===== src/rtl/reorder_channel.sv =====
// reorder_channel
//   Per-channel reorder stage behind requantize. Streams the 576 samples of a
//   granule out of the granule RAM (sequential reads, 1-cycle read latency) and
//   writes them into the reorder RAM. Short-block granules are rearranged from
//   window-major to frequency-major order inside each short sfb; mixed blocks
//   copy samples 0..35 and reorder from short sfb 3 upward; everything else is
//   a straight copy.
//
//   Ports
//     clk, rst_n                      clock, asynchronous active-low reset
//     granule_read_addr  (out)        sample read address
//     granule_read_data  (in)         sample, valid the cycle after its address
//     reorder_write_enable/addr/data  reorder RAM write port
//     header_sampling_frequency (in)  0=44.1k 1=48k 2=32k 3=44.1k
//     sideinfo_block_type, sideinfo_window_switching_flag,
//     sideinfo_mixed_block_flag (in)  granule side info, sampled at start
//     channel_ready      (in)         start pulse, ignored unless idle
//     channel_done       (out)        one-cycle completion pulse
//     reordered          (out)        reorder RAM holds the last granule
//
//   Optional build macro: REORDER_PASSTHRU_EN -- non-short granules skip all
//   RAM traffic, finish two cycles after start and leave reordered low.

module reorder_channel #(
  parameter int ADDR_W  = 10,
  parameter int DATA_W  = 18,
  parameter int SAMPLES = 576
) (
  input  logic              clk,
  input  logic              rst_n,
  output logic [ADDR_W-1:0] granule_read_addr,
  input  logic [DATA_W-1:0] granule_read_data,
  output logic              reorder_write_enable,
  output logic [ADDR_W-1:0] reorder_write_addr,
  output logic [DATA_W-1:0] reorder_write_data,
  input  logic [1:0]        header_sampling_frequency,
  input  logic [1:0]        sideinfo_block_type,
  input  logic              sideinfo_window_switching_flag,
  input  logic              sideinfo_mixed_block_flag,
  input  logic              channel_ready,
  output logic              channel_done,
  output logic              reordered
);

  localparam logic [ADDR_W-1:0] LAST_ADDR = ADDR_W'(SAMPLES - 1);
  localparam logic [ADDR_W-1:0] MIX_END   = ADDR_W'(36);

  typedef enum logic [1:0] {S_IDLE, S_RUN, S_FLUSH, S_DONE} state_t;

  state_t            state_q;
  logic [1:0]        sf_q;
  logic              short_q;
  logic              mixed_q;
  logic [ADDR_W-1:0] rd_addr_q;
  logic [ADDR_W-1:0] wr_addr_q;
  logic              we_q;
  logic              done_q;
  logic              reordered_q;
  logic [3:0]        sfb_q;
  logic [1:0]        win_q;
  logic [ADDR_W-1:0] i_q;
  logic [ADDR_W-1:0] base_q;
`ifdef REORDER_PASSTHRU_EN
  logic              pass_q;
`endif

  logic              copy_c;
  logic [ADDR_W-1:0] width_c;
  logic [ADDR_W-1:0] wa_c;

  // Short-block sfb start indices (per window); entry 13 is the end (192).
  function automatic logic [7:0] sfb_start(input logic [1:0] sf, input logic [3:0] sfb);
    logic [7:0] s;
    s = 8'd192;
    case (sf)
      2'd1: case (sfb)
              4'd0: s = 8'd0;    4'd1: s = 8'd4;    4'd2: s = 8'd8;
              4'd3: s = 8'd12;   4'd4: s = 8'd16;   4'd5: s = 8'd22;
              4'd6: s = 8'd28;   4'd7: s = 8'd38;   4'd8: s = 8'd50;
              4'd9: s = 8'd64;   4'd10: s = 8'd80;  4'd11: s = 8'd100;
              4'd12: s = 8'd126; default: s = 8'd192;
            endcase
      2'd2: case (sfb)
              4'd0: s = 8'd0;    4'd1: s = 8'd4;    4'd2: s = 8'd8;
              4'd3: s = 8'd12;   4'd4: s = 8'd16;   4'd5: s = 8'd22;
              4'd6: s = 8'd30;   4'd7: s = 8'd42;   4'd8: s = 8'd58;
              4'd9: s = 8'd78;   4'd10: s = 8'd104; 4'd11: s = 8'd138;
              4'd12: s = 8'd180; default: s = 8'd192;
            endcase
      default: case (sfb)
              4'd0: s = 8'd0;    4'd1: s = 8'd4;    4'd2: s = 8'd8;
              4'd3: s = 8'd12;   4'd4: s = 8'd16;   4'd5: s = 8'd22;
              4'd6: s = 8'd30;   4'd7: s = 8'd40;   4'd8: s = 8'd52;
              4'd9: s = 8'd66;   4'd10: s = 8'd84;  4'd11: s = 8'd106;
              4'd12: s = 8'd136; default: s = 8'd192;
            endcase
    endcase
    return s;
  endfunction

  // The sfb/win/i counters track the address currently held in rd_addr_q.
  // Because i runs fastest, then win, then sfb, the short-mode read address
  // sfb_base + win*width + i is itself sequential, so only the write address
  // needs the counters.
  always_comb begin
    copy_c  = !short_q || (mixed_q && (rd_addr_q < MIX_END));
    width_c = ADDR_W'(sfb_start(sf_q, sfb_q + 4'd1) - sfb_start(sf_q, sfb_q));
    wa_c    = copy_c ? rd_addr_q
                     : base_q + ADDR_W'(3) * i_q + ADDR_W'(win_q);
  end

  always_ff @(posedge clk or negedge rst_n) begin
    if (!rst_n) begin
      state_q     <= S_IDLE;
      sf_q        <= '0;
      short_q     <= 1'b0;
      mixed_q     <= 1'b0;
      rd_addr_q   <= '0;
      wr_addr_q   <= '0;
      we_q        <= 1'b0;
      done_q      <= 1'b0;
      reordered_q <= 1'b0;
      sfb_q       <= '0;
      win_q       <= '0;
      i_q         <= '0;
      base_q      <= '0;
`ifdef REORDER_PASSTHRU_EN
      pass_q      <= 1'b0;
`endif
    end else begin
      done_q <= 1'b0;
      case (state_q)
        S_IDLE: begin
          we_q <= 1'b0;
          if (channel_ready) begin
            sf_q        <= (header_sampling_frequency == 2'd3) ? 2'd0 : header_sampling_frequency;
            short_q     <= sideinfo_window_switching_flag && (sideinfo_block_type == 2'd2);
            mixed_q     <= sideinfo_window_switching_flag && (sideinfo_block_type == 2'd2)
                           && sideinfo_mixed_block_flag;
            rd_addr_q   <= '0;
            i_q         <= '0;
            win_q       <= '0;
            // Mixed blocks park the counters at sfb 3 until the copy region ends.
            sfb_q       <= sideinfo_mixed_block_flag ? 4'd3 : 4'd0;
            base_q      <= sideinfo_mixed_block_flag ? MIX_END : '0;
            reordered_q <= 1'b0;
`ifdef REORDER_PASSTHRU_EN
            pass_q  <= !(sideinfo_window_switching_flag && (sideinfo_block_type == 2'd2));
            state_q <= (sideinfo_window_switching_flag && (sideinfo_block_type == 2'd2))
                       ? S_RUN : S_FLUSH;
`else
            state_q <= S_RUN;
`endif
          end
        end
        S_RUN: begin
          we_q      <= 1'b1;
          wr_addr_q <= wa_c;
          if (rd_addr_q == LAST_ADDR) begin
            state_q <= S_FLUSH;
          end else begin
            rd_addr_q <= rd_addr_q + ADDR_W'(1);
          end
          if (!copy_c) begin
            if (i_q == width_c - ADDR_W'(1)) begin
              i_q <= '0;
              if (win_q == 2'd2) begin
                win_q  <= '0;
                sfb_q  <= sfb_q + 4'd1;
                base_q <= base_q + ADDR_W'(3) * width_c;
              end else begin
                win_q <= win_q + 2'd1;
              end
            end else begin
              i_q <= i_q + ADDR_W'(1);
            end
          end
        end
        S_FLUSH: begin
          we_q    <= 1'b0;
          done_q  <= 1'b1;
          state_q <= S_DONE;
`ifdef REORDER_PASSTHRU_EN
          reordered_q <= !pass_q;
`else
          reordered_q <= 1'b1;
`endif
        end
        default: begin
          we_q    <= 1'b0;
          state_q <= S_IDLE;
        end
      endcase
    end
  end

  assign granule_read_addr    = rd_addr_q;
  assign reorder_write_enable = we_q;
  assign reorder_write_addr   = wr_addr_q;
  // Read data arrives the cycle the write is issued, so it goes straight through.
  assign reorder_write_data   = we_q ? granule_read_data : '0;
  assign channel_done         = done_q;
  assign reordered            = reordered_q;

endmodule


===== config.mk =====
export PLATFORM = sky130hd
export DESIGN_NAME = reorder_channel
export DESIGN_NICKNAME = d
export VERILOG_FILES = /design/src/rtl/reorder_channel.sv
export SDC_FILE = /design/constraint.sdc
export NUM_CORES = 1
export LEC_CHECK = 0
export ABC_AREA = 1
export ABC_CLOCK_PERIOD_IN_PS = 10200
export CAP_MARGIN = 0
export CORE_MARGIN = 2
export CORE_UTILIZATION = 30
export CTS_CLUSTER_DIAMETER = 100
export DETAILED_ROUTE_END_ITERATION = 10
export MAX_ROUTING_LAYER = met4
export PLACE_DENSITY_LB_ADDON = 0.08
export SLEW_MARGIN = 20
export SYNTH_ARGS = -nofsm -noshare
export SYNTH_HDL_FRONTEND = slang
export SYNTH_SLANG_ARGS = --single-unit

===== constraint.sdc =====
create_clock -name clk -period 10.2 [get_ports clk]
set_input_delay 2.04 -clock clk [delete_from_list [all_inputs] [get_ports clk]]
set_output_delay 2.04 -clock clk [all_outputs]
set_load 0.02 [all_outputs]

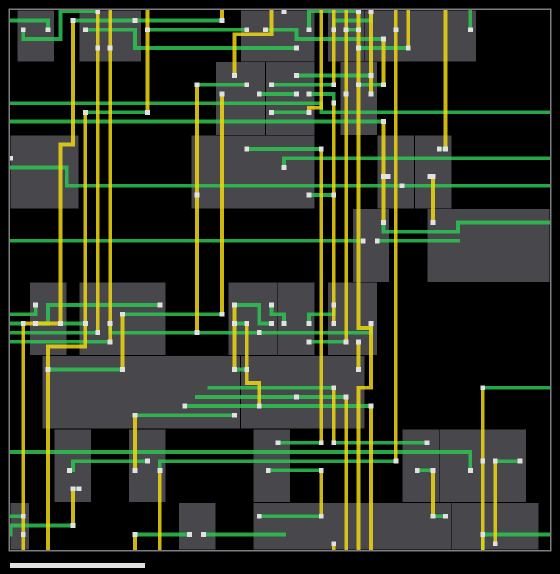
run_1/detail.png
The bar under the picture is 5 um long. Region (60, 88) to (80, 108) um. Cells in grey, sequential cells in the stronger grey; small squares are vias.
colour	layer
yellow	metal 2
green	metal 1
most frequent	inv_1 (7), nand2_1 (4), fa_1 (3)
cells with their middle in the window	28
sequential cells in the window	0

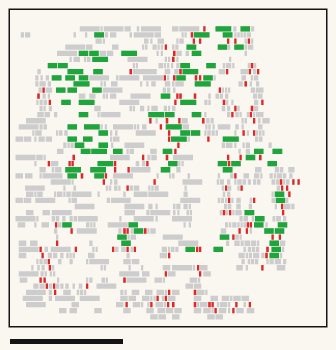
run_1/logic_types.png
The bar under the picture is 50 um long.
colour	family	cells
red	inv cells	134
green	fa/ha/maj cells	87

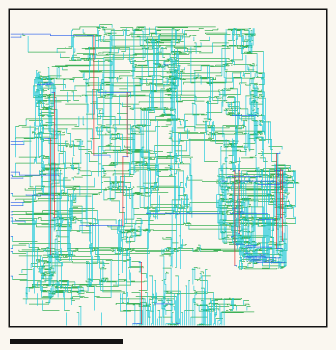
run_1/wires.png
The bar under the picture is 50 um long.
colour	layer	wire length
green	metal 1	7370 um
cyan	metal 2	7190 um
red	metal 4	412 um
blue	metal 3	396 um

==> impl_metrics.py, run 1 <==
# Metrics from the implementation run
metrics = {
    "outcome": {
        "status": "finished, final reports clean",
    },
    "logic_synthesis": {
        "ys_area_sq_mm": 0.005570,
        "syn_inst": 765,
        "fp_nets": 879,
        "ys_top_logic_family": "simple AND/OR/NAND/NOR gates",
        "synthSimpleGateAreaFrac": 0.2482,
        "ys_cells": 765,
        "top_cell_area_share": 0.2426,
        "synth_adder_area_share": 0.2210,
        "synth.cell_area_sq_mm": 0.005570,
        "numSynthFlops": 54,
        "yosys.cell_types.count": 49,
        "yosysTopAreaCell": "dfrtp_1",
        "ys_warn_count": 0,
        "mux_share": 0,
        "ys_sh_aoi": 0.1368,
        "xor_area_frac": 0.04223,
        "synthTopCellsByArea": "dfrtp_1, ha_1, nand2_1, inv_1, fa_1",
        "postSynthSeqShare": 0.2426,
        "syn_avg_cell_area_sq_um": 7.281,
    },
    "clock_network": {
        "cts_made_buffers": 5,
        "clkTransAtPathRegs_ps": 70,
        "cts_sinks": 54,
        "cts.repair.resized": 0,
        "cts-root-to-sink-buffers": 2,
        "clock_latency_ps": 300,
        "postCtsHoldBufs": 0,
        "h-tree-depth": 2,
        "cts_root_buffer": "clkbuf_16",
        "post-cts-setup-buffers": 0,
        "cts_tree": "built",
    },
    "detailed_routing": {
        "via_count": 5086,
        "wl_met1_mm": 7.366,
        "top_layer": "met4",
        "wl_met2_mm": 7.193,
        "route.met3.wl_um": 395,
        "drt-pass1-iter-count": 5,
        "drt-initial-drc-count": 310,
        "postRouteAntennaNets": 0,
        "route.detailed.drc": 0,
        "drt-total-wl_mm": 15.37,
        "vias_per_cell": 4.835,
        "wire_per_inst_um": 14.61,
    },
    "global_routing": {
        "antenna_found_initial": 0,
        "grtUsageMet1": 0.2157,
        "overflow": 0,
        "grt_pass1_vias": 5012,
        "grt_usage": 0.1630,
        "met3_usage": 0.01299,
        "top_usage_layer": "met2",
        "grt_max_degree": 55,
        "met2_usage": 0.2644,
        "grt_pass1_wl_mm": 25.56,
    },
    "floorplanning": {
        "rows": 49,
        "die_h_um": 140.3,
        "core_area_sq_mm": 0.01809,
        "dieWidth_um": 140.3,
        "dieArea_sq_mm": 0.01967,
        "ios": 68,
        "fp-utilization": 0.3080,
    },
    "cells_and_area": {
        "layout.nets": 936,
        "final_util": 0.3661,
        "areaGrowthSynthToFinish_pct": 18.87,
        "antenna_cells": 0,
        "lay_top_cells": "nand2_1, inv_1, ha_1",
        "final_common_cell": "nand2_1",
        "drive_above_1_share": 0.04496,
        "final_cells": 1052,
    },
    "run": {
        "drv_cap": 0,
        "warning_count": 57,
    },
    "worst_setup_path": {
        "r2r-end": "base_q[8]",
        "cp-startpoint": "granule_read_data[3]",
        "r2r_setup_slack_ps": 5030,
        "r2r_start": "sfb_q[2]",
        "cp.required_ps": 8160,
        "critPathMaxFanout": 1,
        "ff2ff_path_depth": 29,
        "start_kind": "input pin",
        "cp-endpoint": "reorder_write_data[3]",
        "end_kind": "output pin",
        "cp_data_arrival_time_ps": 3260,
        "worst-setup-path-type": "input pin to output pin",
    },
    "final_timing": {
        "period_used_share": 0.5198,
        "fin_ws_ps": 4898,
        "finalSetupViolations": 0,
        "maxSlewViolCount": 0,
        "fmax_mhz": 188.6,
        "tightestPinTransition_ps": 767.8,
        "finClkSkew_ps": 7.476,
        "slew_headroom": 0.4876,
        "hold_viol": 0,
        "min_period_ps": 5302,
        "rsz0062_at_grt": "no",
        "setup_tns_ps": 0,
    },
    "worst_hold_path": {
        "holdPathStages": 2,
        "min_to": "reordered",
        "min_path_type": "flip-flop to flip-flop",
        "worstHoldStart": "reordered",
    },
    "placed_design": {
        "dp_cells": 1044,
        "gp_congestion": 0.8923,
        "place.detailed.hpwl_mm": 12.01,
        "post-place-ws_ps": 4919,
        "port_buffers": 67,
    },
}
==> run 1: synthesized netlist by cell type, drive strengths merged <==
master	n
a221oi	1
o221a	1
inv	133
a31o	1
nor4	1
o31ai	6
o22ai	7
a31oi	3
a21oi	41
nand3	39
xnor2	8
clkbuf	13
o21bai	1
o21a	1
dfrtp	54
xor2	18
o2111ai	1
or2	1
fa	19
o21ai	42
nor3	12
conb	1
a211oi	2
nand2	183
o311ai	2
buf	7
o211ai	9
clkinv	1
o32ai	1
a32oi	1
nand3b	2
ha	68
nor2	59
nand4	17
nor3b	2
o221ai	7
==> run 1: through the flow <==
stage / hold WS [ps] / cell area [sq um]
6_report: 486.0 / 6621
5_1_grt: 509.4 / 6621
4_1_cts: 493.1 / 6621
3_5_place_dp: 472.1 / 6444
3_3_place_gp: 466.1 / 6444
2_1_floorplan: 453.7 / 5570
==> run 1: cell type report <==
cell class,instances,area [sq um]
fill,1849,11460
multi-input combinational,557,3615
sequential,54,1351
timing repair buffer,70,688.2
inverter,134,503.0
tap,229,286.5
clock buffer,6,138.9
clock inverter,2,38.79
==> run 1: registers in the layout, indices dropped and copies added (netlist names) <==
name and cells:
reordered 1, mixed_q 1, win_q 2, granule_read_addr 10, reorder_write_enable 1, state_q 2
short_q 1, channel_done 1, base_q 9, sfb_q 4, sf_q 2, i_q 10
reorder_write_addr 10
==> run 1: critical path, stage by stage <==
cell and delay (ps):
clkdlybuf4s50_1 460, nand2_1 60, inv_1 70, clkdlybuf4s50_1 630
## Run 2: what changed since run 1
ABC_CLOCK_PERIOD_IN_PS = 4300   (was 10200)
clock period = 4.3 ns   (was 10.2 ns; I/O delays follow)
==> impl_metrics.py, run 2 <==
# Metrics from the implementation run
metrics = {
    "outcome": {
        "status": "complete, but fails checks",
        "violations": "negative setup slack",
    },
    "floorplanning": {
        "fp-utilization": 0.3080,
        "dieArea_sq_mm": 0.01967,
        "rows": 49,
        "core_area_sq_mm": 0.01809,
        "ios": 68,
        "die_h_um": 140.3,
        "dieWidth_um": 140.3,
    },
    "logic_synthesis": {
        "ys_area_sq_mm": 0.005570,
        "ys_sh_aoi": 0.1368,
        "synthFlopType": "dfrtp_1",
        "postSynthSeqShare": 0.2426,
        "xor_area_frac": 0.04223,
        "syn_avg_cell_area_sq_um": 7.281,
        "syn_inst": 765,
        "ys_cells": 765,
        "top_cell_area_share": 0.2426,
        "ys_warn_count": 0,
        "ys_top_logic_family": "simple AND/OR/NAND/NOR gates",
        "numSynthFlops": 54,
        "synth.most_common_cell": "nand2_1",
        "fp_nets": 879,
        "synth-edff-count": 0,
        "yosysTopAreaCell": "dfrtp_1",
        "async_flop_share": 1.000,
        "synthSimpleGateAreaFrac": 0.2482,
        "synth.cell_area_sq_mm": 0.005570,
        "synth_adder_area_share": 0.2210,
        "yosys.cell_types.count": 49,
        "common_cells": "nand2_1, inv_1, ha_1, nor2_1, dfrtp_1",
        "synthTopCellsByArea": "dfrtp_1, ha_1, nand2_1, inv_1, fa_1",
        "mux_share": 0,
    },
    "global_routing": {
        "grt_pass1_wl_mm": 28.10,
        "grt_usage": 0.1816,
        "grt_max_degree": 32,
        "antenna_found_initial": 0,
        "grt_pass1_vias": 5593,
        "overflow": 0,
    },
    "placed_design": {
        "port_buffers": 67,
        "gp_congestion": 0.8615,
        "post-place-ws_ps": -229.7,
        "dp_cells": 1126,
        "placed_area_sq_mm": 0.007068,
        "place.detailed.hpwl_mm": 13.35,
    },
    "worst_setup_path": {
        "cpPeakStageDelay_ps": 510,
        "path_delay_family": "adder cells",
        "crit_slowest_cell": "fa_1",
        "path_cells": "ha_4, inv_4, ha_4, inv_2, a21oi_2, o22ai_2, o21ai_2, ha_2, inv_2, fa_2, buf_12, xnor2_4, fa_1, inv_2, fa_2, nand3_2, nand2_2, nand2_2, nand2_2, a21oi_2, xor2_1, nor2_1, nand4_1, nand2_1",
        "cp.required_ps": 4490,
        "worst-path-buf-inv": 5,
        "cp.depth": 24,
        "cp_data_arrival_time_ps": 4550,
        "end_kind": "flip-flop",
        "worst-setup-path-type": "flip-flop to flip-flop",
        "ff2ff_path_depth": 24,
        "critPathMaxFanout": 8,
        "start_kind": "flip-flop",
    },
    "final_timing": {
        "slew_headroom": 0.4923,
        "fmax_mhz": 229.3,
        "period_used_share": 1.014,
        "finalSetupViolations": 2,
        "hold_viol": 0,
        "tightestPinTransition_ps": 761.5,
        "rsz0062_at_grt": "yes",
        "fin_ws_ps": -61.63,
        "min_period_ps": 4362,
        "finClkSkew_ps": 6.318,
        "timing.hold.ws_ps": 491.6,
        "maxSlewViolCount": 0,
        "setup_tns_ps": -100.5,
    },
    "clock_network": {
        "cts_tree": "built",
        "cts_made_buffers": 5,
        "cts-root-to-sink-buffers": 2,
        "clkTransAtPathRegs_ps": 80,
        "cts_sinks": 54,
        "clock_latency_ps": 300,
        "cts_root_buffer": "clkbuf_16",
        "h-tree-depth": 2,
    },
    "detailed_routing": {
        "drt-pass1-iter-count": 4,
        "drt-total-wl_mm": 17.42,
        "route.detailed.drc": 0,
        "vias_per_cell": 4.783,
        "postRouteAntennaNets": 0,
        "wire_per_inst_um": 14.81,
        "via_count": 5625,
        "drt-initial-drc-count": 304,
    },
    "worst_hold_path": {
        "min_path_type": "flip-flop to flip-flop",
        "holdPathStages": 2,
    },
    "cells_and_area": {
        "final_common_cell": "nand2_1",
        "final_cells": 1176,
        "lay_top_cells": "nand2_1, buf_4, inv_1",
        "fin_area_sq_mm": 0.008119,
        "antenna_cells": 0,
        "drive_above_1_share": 0.2872,
        "final_util": 0.4489,
        "layout.nets": 1060,
        "areaGrowthSynthToFinish_pct": 45.75,
    },
    "run": {
        "warning_count": 59,
        "drv_cap": 0,
    },
}
[run 2: cell counts after synthesis]
No cell type changed its count.
[run 2: worst paths after layout]
path,from,to,slack [ps]
hold reg to reg,reordered,reordered,490
max in group asynchronous,rst_n,sfb_q[0],2830
setup reg to reg,sfb_q[0],base_q[8],-60
min in group asynchronous,rst_n,i_q[6],630
hold / removal,reordered,reordered,490
setup / recovery,sfb_q[0],base_q[8],-60
[run 2: repair_timing]
item                                    CTS  global route
endpoints found under the setup margin   23            24
hold buffers                              0             0
gates cloned                              0             1
gates resized                            61            84
pin swaps                                35            55
setup buffers                            30            14
[run 2: cell type report]
class,count,area [sq um]
clock inverters,2,16.27
inverters,134,518.0
fillers,1808,9967
well taps,229,286.5
repair buffers,193,1678
multi-input cells,558,4129
clock buffers,6,138.9
flip-flops and latches,54,1353
[run 2: cells by family after synthesis]
kind of cell | Yosys count
adder cells (fa/ha/maj) | 87
buffers and inverters | 154
XOR/XNOR | 26
other | 1
AND-OR/OR-AND | 127
flip-flops | 54
AND/OR/NAND/NOR | 316
[run 2: routing by layer]
layer  up-vias  wire length, um  global-route usage
met5         -                0                   -
met2        71             8443              0.3021
met4         0              380             0.04785
li1       2840                -                   -
met1      2690             8349              0.2413
met3        24              243             0.01197
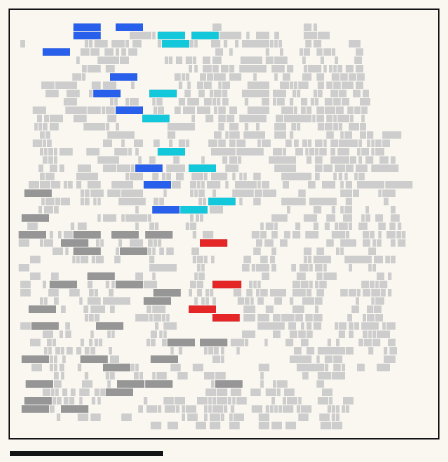
run_2/flops_by_reg.png
The bar under the picture is 50 um long. Other sequential cells in the stronger grey, the rest of the logic in the fainter grey.
colour	name in the netlist	flops
blue	i_q	10
cyan	base_q	9
red	sfb_q	4
not coloured	31

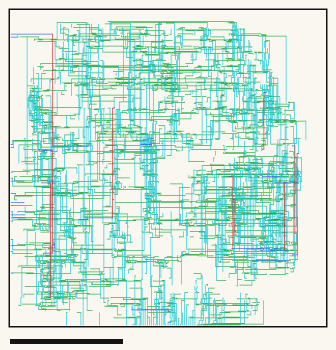
run_2/wires.png
The bar under the picture is 50 um long.
colour	layer	wire length
red	metal 4	381 um
blue	metal 3	243 um
green	metal 1	8350 um
cyan	metal 2	8440 um

## Run 3: what changed since run 2
RECOVER_POWER = 50   (was default)
==> impl_metrics.py, run 3 <==
# Metrics from the implementation run
metrics = {
    "detailed_routing": {
        "wire_per_inst_um": 14.78,
        "route.met3.wl_um": 239,
        "drt-initial-drc-count": 304,
        "route.detailed.drc": 0,
        "drt-pass1-iter-count": 4,
        "wl_met1_mm": 8.317,
    },
    "logic_synthesis": {
        "ys_cells": 765,
        "ys_area_sq_mm": 0.005570,
        "syn_inst": 765,
        "numSynthFlops": 54,
        "synthFlopType": "dfrtp_1",
        "top_cell_area_share": 0.2426,
        "async_flop_share": 1.000,
        "syn_avg_cell_area_sq_um": 7.281,
        "synth.most_common_cell": "nand2_1",
        "yosys.cell_types.count": 49,
        "synth-edff-count": 0,
        "postSynthSeqShare": 0.2426,
    },
    "clock_network": {
        "cts_root_buffer": "clkbuf_16",
        "cts_tree": "built",
        "cts_made_buffers": 5,
        "cts.repair.resized": 61,
        "postCtsHoldBufs": 0,
        "post-cts-setup-buffers": 30,
    },
    "floorplanning": {
        "fp-utilization": 0.3080,
        "core_area_sq_mm": 0.01809,
        "ios": 68,
        "die_h_um": 140.3,
    },
    "global_routing": {
        "grt_pass1_vias": 5593,
        "grt_max_degree": 32,
        "met2_usage": 0.3021,
        "antenna_found_initial": 0,
        "overflow": 0,
        "top_usage_layer": "met2",
    },
    "final_timing": {
        "finalSetupViolations": 2,
        "min_period_ps": 4361,
        "fmax_mhz": 229.3,
        "setup_tns_ps": -99.01,
        "period_used_share": 1.014,
        "rsz0062_at_grt": "yes",
        "maxSlewViolCount": 32,
        "fin_ws_ps": -61.27,
        "hold_viol": 0,
        "tightestPinTransition_ps": 1849,
    },
    "placed_design": {
        "dp_cells": 1126,
        "post-place-ws_ps": -229.7,
        "placed_area_sq_mm": 0.007068,
        "gp_congestion": 0.8615,
    },
    "worst_setup_path": {
        "r2r_setup_slack_ps": -60,
        "end_kind": "flip-flop",
        "critPathMaxFanout": 8,
        "start_kind": "flip-flop",
        "worst-setup-path-type": "flip-flop to flip-flop",
        "cp_data_arrival_time_ps": 4550,
        "r2r_start": "sfb_q[0]",
    },
    "outcome": {
        "status": "complete, but fails checks",
        "violations": "max-capacitance violations, max-slew violations, negative setup slack",
    },
    "worst_hold_path": {
        "holdPathStages": 2,
        "min_to": "reordered",
        "min_path_type": "flip-flop to flip-flop",
        "worstHoldStart": "reordered",
    },
    "cells_and_area": {
        "lay_top_cells": "nand2_1, buf_4, inv_1",
        "final_common_cell": "nand2_1",
        "seq_area_sq_mm": 0.001353,
        "logic_area_sq_mm": 0.004129,
        "final_util": 0.4486,
        "final_cells": 1176,
        "fin_area_sq_mm": 0.008114,
        "fillCellCount": 1809,
    },
    "run": {
        "drv_cap": 1,
    },
}
## run 3: worst max path at each step
| stage | start | end | slack, ps | cells past startpoint |
|---|---|---|---|---|
| after global placement | sfb_q[0] | base_q[9] | -210 | 26 |
| after floorplan | sfb_q[1] | base_q[8] | 10 | 25 |
| after global routing | sfb_q[1] | base_q[9] | -370 | 28 |
| after detailed placement | sfb_q[0] | base_q[8] | -230 | 26 |
| after CTS | sfb_q[1] | base_q[8] | -40 | 29 |
| final | sfb_q[0] | base_q[8] | -60 | 24 |
## run 3: worst max-delay path, stage by stage (launching register included)
cell and delay, ps:
dfrtp_2 460, ha_4 180, inv_4 50, ha_4 300
inv_2 60, a21oi_2 170, o22ai_2 110, o21ai_2 140
ha_2 190, inv_2 40, fa_2 450, buf_12 160
xnor2_4 140, fa_1 510, inv_2 60, fa_2 390
nand3_2 90, nand2_2 70, nand2_2 80, nand2_2 60
a21oi_2 130, xor2_1 160, nor2_1 60, nand4_1 120
nand2_1 60
## run 3: layout make-up
class / count / share of cell area
tap: 229 / 0.03531
inverter: 134 / 0.06384
multi-input combinational: 558 / 0.5089
clock inverter: 2 / 0.002005
sequential: 54 / 0.1667
clock buffer: 6 / 0.01712
timing repair buffer: 193 / 0.2062
## run 3: logic make-up (layout without fill, tap and decap cells)
| kind of cell | count (synthesis) | after routing | share of synthesized area |
|---|---|---|---|
| and+or+nand+nor | 316 | 317 | 0.2482 |
| buffers and inverters | 154 | 335 | 0.1085 |
| adders and majority gates | 87 | 87 | 0.2210 |
| DFF | 54 | 54 | 0.2426 |
| AOI/OAI and AO/OA | 127 | 127 | 0.1368 |
| other | 1 | 1 | 0.0006732 |
| xor gates and xnor gates | 26 | 26 | 0.04223 |
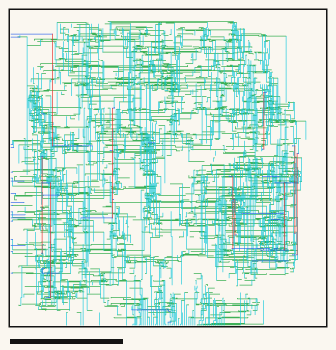
run_3/wires.png
The bar under the picture is 50 um long.
colour	layer	wire length
cyan	metal 2	8450 um
blue	metal 3	239 um
green	metal 1	8320 um
red	metal 4	378 um
via count: 5628
total track usage: 0.1816
Routed Wire Length: 17.38 mm

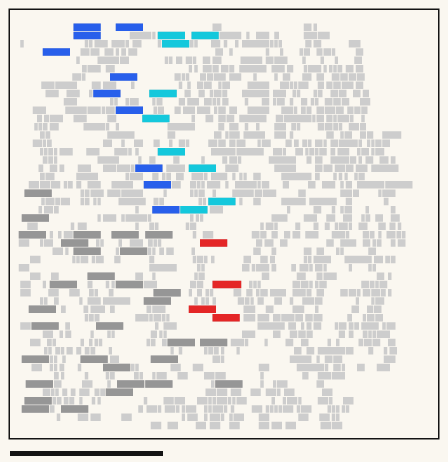
run_3/flops_by_reg.png
The bar under the picture is 50 um long. Other sequential cells in the stronger grey, the rest of the logic in the fainter grey.
colour	name in the netlist	flops
cyan	base_q	9
blue	i_q	10
red	sfb_q	4
not coloured	31

